File: config.mk
export PLATFORM = sky130hd
export DESIGN_NAME = ctrl_sequencer
export DESIGN_NICKNAME = d
export VERILOG_FILES = /design/src/rtl/ctrl_sequencer.sv
export SDC_FILE = /design/constraint.sdc
export NUM_CORES = 1
export LEC_CHECK = 0
export CAP_MARGIN = 15
export CORE_MARGIN = 8
export CORE_UTILIZATION = 54
export DETAILED_ROUTE_END_ITERATION = 8
export PLACE_DENSITY = 0.93
export SLEW_MARGIN = 20
export SYNTH_ARGS = -nofsm -noshare
export SYNTH_HDL_FRONTEND = slang
export SYNTH_SLANG_ARGS = --single-unit
File: constraint.sdc
create_clock -name clk -period 5.6 [get_ports clk]
set_clock_uncertainty 0.1 [all_clocks]
set_input_delay 1.12 -clock clk [delete_from_list [all_inputs] [get_ports clk]]
set_output_delay 1.12 -clock clk [all_outputs]
set_load 0.005 [all_outputs]
File: src/rtl/ctrl_sequencer.sv
// Fetch/decode/execute sequencer for ADD, ADDI, BEQ, BNE; owns the PC and drives ALU controls.
// Latency: 3 cycles per instruction (FETCH, DECODE, EXEC) plus one cycle per imem_valid stall.
// Backpressure: FETCH holds imem_req and pc until imem_valid; CTRL_SEQ_INSTRET_EN enables instret.
module ctrl_sequencer #(
  parameter int DATA_WIDTH = 32,
  parameter logic [DATA_WIDTH-1:0] RESET_PC = {DATA_WIDTH{1'b0}}
) (
  input  logic                  clk,
  input  logic                  rst,
  output logic                  imem_req,
  output logic [DATA_WIDTH-1:0] pc,
  input  logic                  imem_valid,
  input  logic [DATA_WIDTH-1:0] instr,
  output logic [4:0]            rs1,
  output logic [4:0]            rs2,
  output logic [4:0]            rd,
  output logic                  reg_we,
  output logic [2:0]            ALUctrl,
  output logic                  ALUsrc,
  output logic [DATA_WIDTH-1:0] ImmOp,
  input  logic                  EQ,
  output logic                  halted,
  output logic [31:0]           instret
);

  typedef enum logic [2:0] {IDLE, FETCH, DECODE, EXEC, HALT} state_t;

  state_t                state;
  logic [DATA_WIDTH-1:0] ir;

  logic [6:0]            opcode;
  logic [2:0]            funct3;
  logic [6:0]            funct7;
  logic                  is_add;
  logic                  is_addi;
  logic                  is_beq;
  logic                  is_bne;
  logic                  legal;
  logic [DATA_WIDTH-1:0] imm_i;
  logic [DATA_WIDTH-1:0] imm_b;
  logic [DATA_WIDTH-1:0] br_target;
  logic [DATA_WIDTH-1:0] pc_plus4;
  logic                  taken;
  logic                  misaligned;

  // Register addresses come straight from IR so the regfile can read during DECODE.
  assign rs1    = ir[19:15];
  assign rs2    = ir[24:20];
  assign rd     = ir[11:7];

  assign opcode = ir[6:0];
  assign funct3 = ir[14:12];
  assign funct7 = ir[31:25];

  assign is_add  = (opcode == 7'b0110011) && (funct3 == 3'b000) && (funct7 == 7'b0000000);
  assign is_addi = (opcode == 7'b0010011) && (funct3 == 3'b000);
  assign is_beq  = (opcode == 7'b1100011) && (funct3 == 3'b000);
  assign is_bne  = (opcode == 7'b1100011) && (funct3 == 3'b001);
  assign legal   = is_add || is_addi || is_beq || is_bne;

  assign imm_i = {{(DATA_WIDTH-12){ir[31]}}, ir[31:20]};
  assign imm_b = {{(DATA_WIDTH-13){ir[31]}}, ir[31], ir[7], ir[30:25], ir[11:8], 1'b0};

  // Both candidate next-PCs wrap naturally at the datapath width.
  assign br_target  = pc + imm_b;
  assign pc_plus4   = pc + DATA_WIDTH'(4);
  assign taken      = (is_beq && EQ) || (is_bne && !EQ);
  assign misaligned = taken && (br_target[1:0] != 2'b00);

  // Sequencer FSM; every control output is registered and set on entry to the state that owns it.
  always_ff @(posedge clk or posedge rst) begin
    if (rst) begin
      state    <= IDLE;
      pc       <= RESET_PC;
      ir       <= '0;
      imem_req <= 1'b0;
      reg_we   <= 1'b0;
      ALUctrl  <= 3'b000;
      ALUsrc   <= 1'b0;
      ImmOp    <= '0;
      halted   <= 1'b0;
    end else begin
      case (state)
        IDLE: begin
          state    <= FETCH;
          imem_req <= 1'b1;
        end
        FETCH: begin
          if (imem_valid) begin
            ir       <= instr;
            state    <= DECODE;
            imem_req <= 1'b0;
          end
        end
        DECODE: begin
          if (legal) begin
            state   <= EXEC;
            ALUctrl <= 3'b000;
            ALUsrc  <= is_addi;
            ImmOp   <= is_addi ? imm_i : '0;
            // Writes to x0 are suppressed here so the regfile never sees them.
            reg_we  <= (is_add || is_addi) && (ir[11:7] != 5'd0);
          end else begin
            state  <= HALT;
            halted <= 1'b1;
          end
        end
        EXEC: begin
          reg_we  <= 1'b0;
          ALUctrl <= 3'b000;
          ALUsrc  <= 1'b0;
          ImmOp   <= '0;
          if (misaligned) begin
            // Leave pc on the trapping branch for post-mortem.
            state  <= HALT;
            halted <= 1'b1;
          end else begin
            pc       <= taken ? br_target : pc_plus4;
            state    <= FETCH;
            imem_req <= 1'b1;
          end
        end
        HALT: begin
          state <= HALT;
        end
        default: begin
          state  <= HALT;
          halted <= 1'b1;
        end
      endcase
    end
  end

`ifdef CTRL_SEQ_INSTRET_EN
  logic retire;

  // An instruction retires when EXEC completes without a misaligned-branch trap.
  assign retire = (state == EXEC) && !misaligned;

  // Retired-instruction counter, wrapping at 32 bits.
  always_ff @(posedge clk or posedge rst) begin
    if (rst) begin
      instret <= 32'd0;
    end else if (retire) begin
      instret <= instret + 32'd1;
    end
  end
`else
  assign instret = 32'd0;
`endif

endmodule

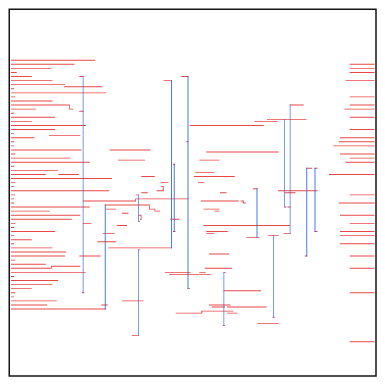
(images/wires.png)
(3 px per um) Two of the layers only.
red -> metal 3  # wire length 1480 um
blue -> metal 4  # wire length 477 um

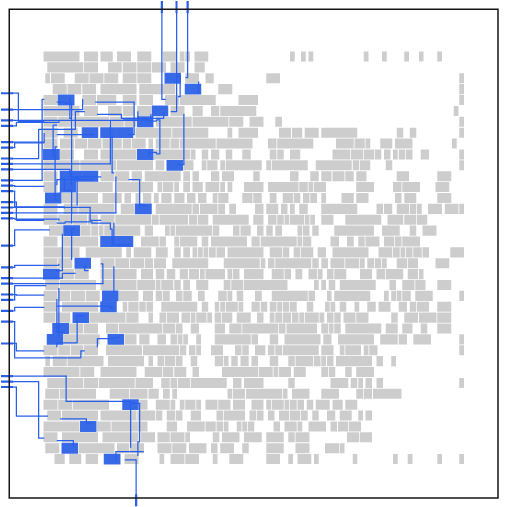
(images/io_fan.png)
(4 px per um)
blue -> instr  # bits 32, direction input, end cells 32, buffers 32, wire 989 um

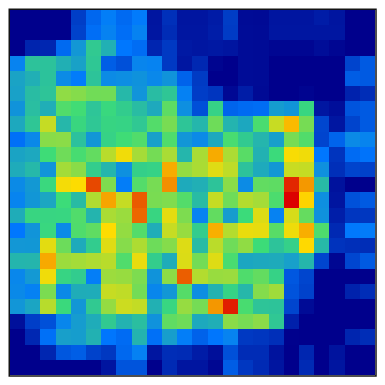
(images/metal_density.png)
(3 px per um) The die is cut into 24 by 24 equal tiles; dark blue is low, red is high, scaled to the fullest tile. Values are wire area over tile area, all layers added.
mean over tiles = 0.19
emptiest ninth of the die = upper right
fullest tile = 0.60
densest ninth of the die = centre

==> run summary <==
Flow results follow.

The run finished with clean final reports. The number of setup buffers added after CTS is 0. The first TritonRoute pass finished after 5 iterations.

Measured against its own limit, the worst slew margin works out to 41.3%. The required time of the worst setup path is 5710 ps. The power report attributes to the clock group a share of 43.7%. The overall overflow remaining after global route is 0.

By count the netlist is led by dfrtp_1 (82), buf_4 (71), a21oi_1 (68). The clock latency at the later pin of the worst-skew pair is 370 ps. The peak fanout along the critical path is 27. The final layout reports a setup TNS of 0 ps.

For reference, the final report shows the max-slew violation count at 0. Combinational cells account for 4.0% of the total power. The die area is 14800 um^2. The final hold violation count is 0. The initial antenna violation count is 0. The script parses the final routing iteration and logs DRC violations as 0. The routed layout has 5350 vias. For this design the static power due to leakage is 3.20 nW.

Per the timing report, the achievable frequency comes out to 284 MHz. Hold analysis shows the worst path with a depth of 1. Once the floorplan was initialized, standard cells occupied 55.5% of the core. The final period demand of the worst path is 3520 ps. The tightest min-delay check is of the flip-flop to flip-flop type.
## cell usage in the layout (no fill, tap or decap), types with 11 or more instances in the layout
cell               n
o21ai_0           35
a21oi_1           68
dfrtp_1           82
inv_1             12
xor2_1            12
clkdlybuf4s50_1  117
a21o_1            13
nor3_1            14
clkbuf_8          11
nand3_1           24
xnor2_1           14
a22o_1            13
mux2_2            32
conb_1            36
ha_1              31
nand2_1           47
nor2_1            31
## cell type report
type | instances | area [um^2] | area share, %
Sequential cell | 82 | 2050 | 28.6
Clock inverter | 4 | 75.1 | 1.04
Tap cell | 140 | 175 | 2.44
Clock buffer | 11 | 151 | 2.11
Inverter | 13 | 51.3 | 0.714
Multi-Input combinational cell | 508 | 3440 | 47.9
Timing Repair Buffer | 126 | 1240 | 17.2
## cell families (layout without fill, tap and decap cells)
group | after synthesis | count (layout) | synth area share (%)
AND-OR/OR-AND | 196 | 196 | 21.3
AND/OR/NAND/NOR | 184 | 184 | 16.4
buffers and inverters | 109 | 154 | 11.5
flip-flops | 82 | 82 | 34.0
multiplexers | 34 | 34 | 6.29
adder cells (fa/ha/maj) | 32 | 32 | 6.75
XOR/XNOR | 26 | 26 | 3.77
other | 1 | 36 | 0.0621
## worst max-delay path by stage
stage,start,to,slack [ps],cells after the start
final,EQ,pc[30],2080,11
after global routing,EQ,pc[30],1920,11
after CTS,EQ,pc[30],2130,11
after detailed placement,EQ,pc[30],1740,11
after global placement,EQ,pc[30],1760,11
after floorplan,rst,ALUsrc,2270,1
## metal layers
layer	vias up	routed length, um	GRT usage (%)
met1	2606	6610	26.1
met3	35	1480	6.39
met5	-	0	0
li1	2482	-	-
met2	227	8850	41.4
met4	0	476	9.79
## power by group through the flow
| stage | registers [mW] | logic, mW | clock network (mW) |
|---|---|---|---|
| final | 0.591 | 0.0450 | 0.495 |
| after global routing | 0.592 | 0.0501 | 0.524 |
| after CTS | 0.592 | 0.0444 | 0.500 |
| after detailed placement | 0.603 | 0.0439 | 0 |
| after global placement | 0.603 | 0.0428 | 0 |
| after floorplan | 0.603 | 0.0333 | 0 |
## flip-flops by register name (all words and copies together), names as in the netlist
name / flops
ALUsrc: 1
ImmOp: 12
halted: 1
imem_req: 1
ir: 32
pc: 31
reg_we: 1
state: 3
## metrics by stage
stage / utilization (%) / area [um^2] / worst slack [ps] / cells
global placement: 63.9 / 6960 / 1760 / 869
finish: 66.0 / 7190 / 2080 / 884
CTS: 66.0 / 7190 / 2130 / 884
floorplan: - / 6170 / 2270 / 699
detailed placement: 63.9 / 6960 / 1740 / 869
global route: 66.0 / 7190 / 1920 / 884
## worst max-delay path, cell delays in order
cell             delay (ps)
clkdlybuf4s50_1         420
xnor2_1                 180
nor4bb_4                310
buf_4                   320
nand2_1                 140
nand3_1                 400
buf_4                   260
nor2_1                  110
a211o_1                 250
o21ai_0                  70
a21oi_1                  50
No activity file was given, so power comes from the tool's default toggle rates.
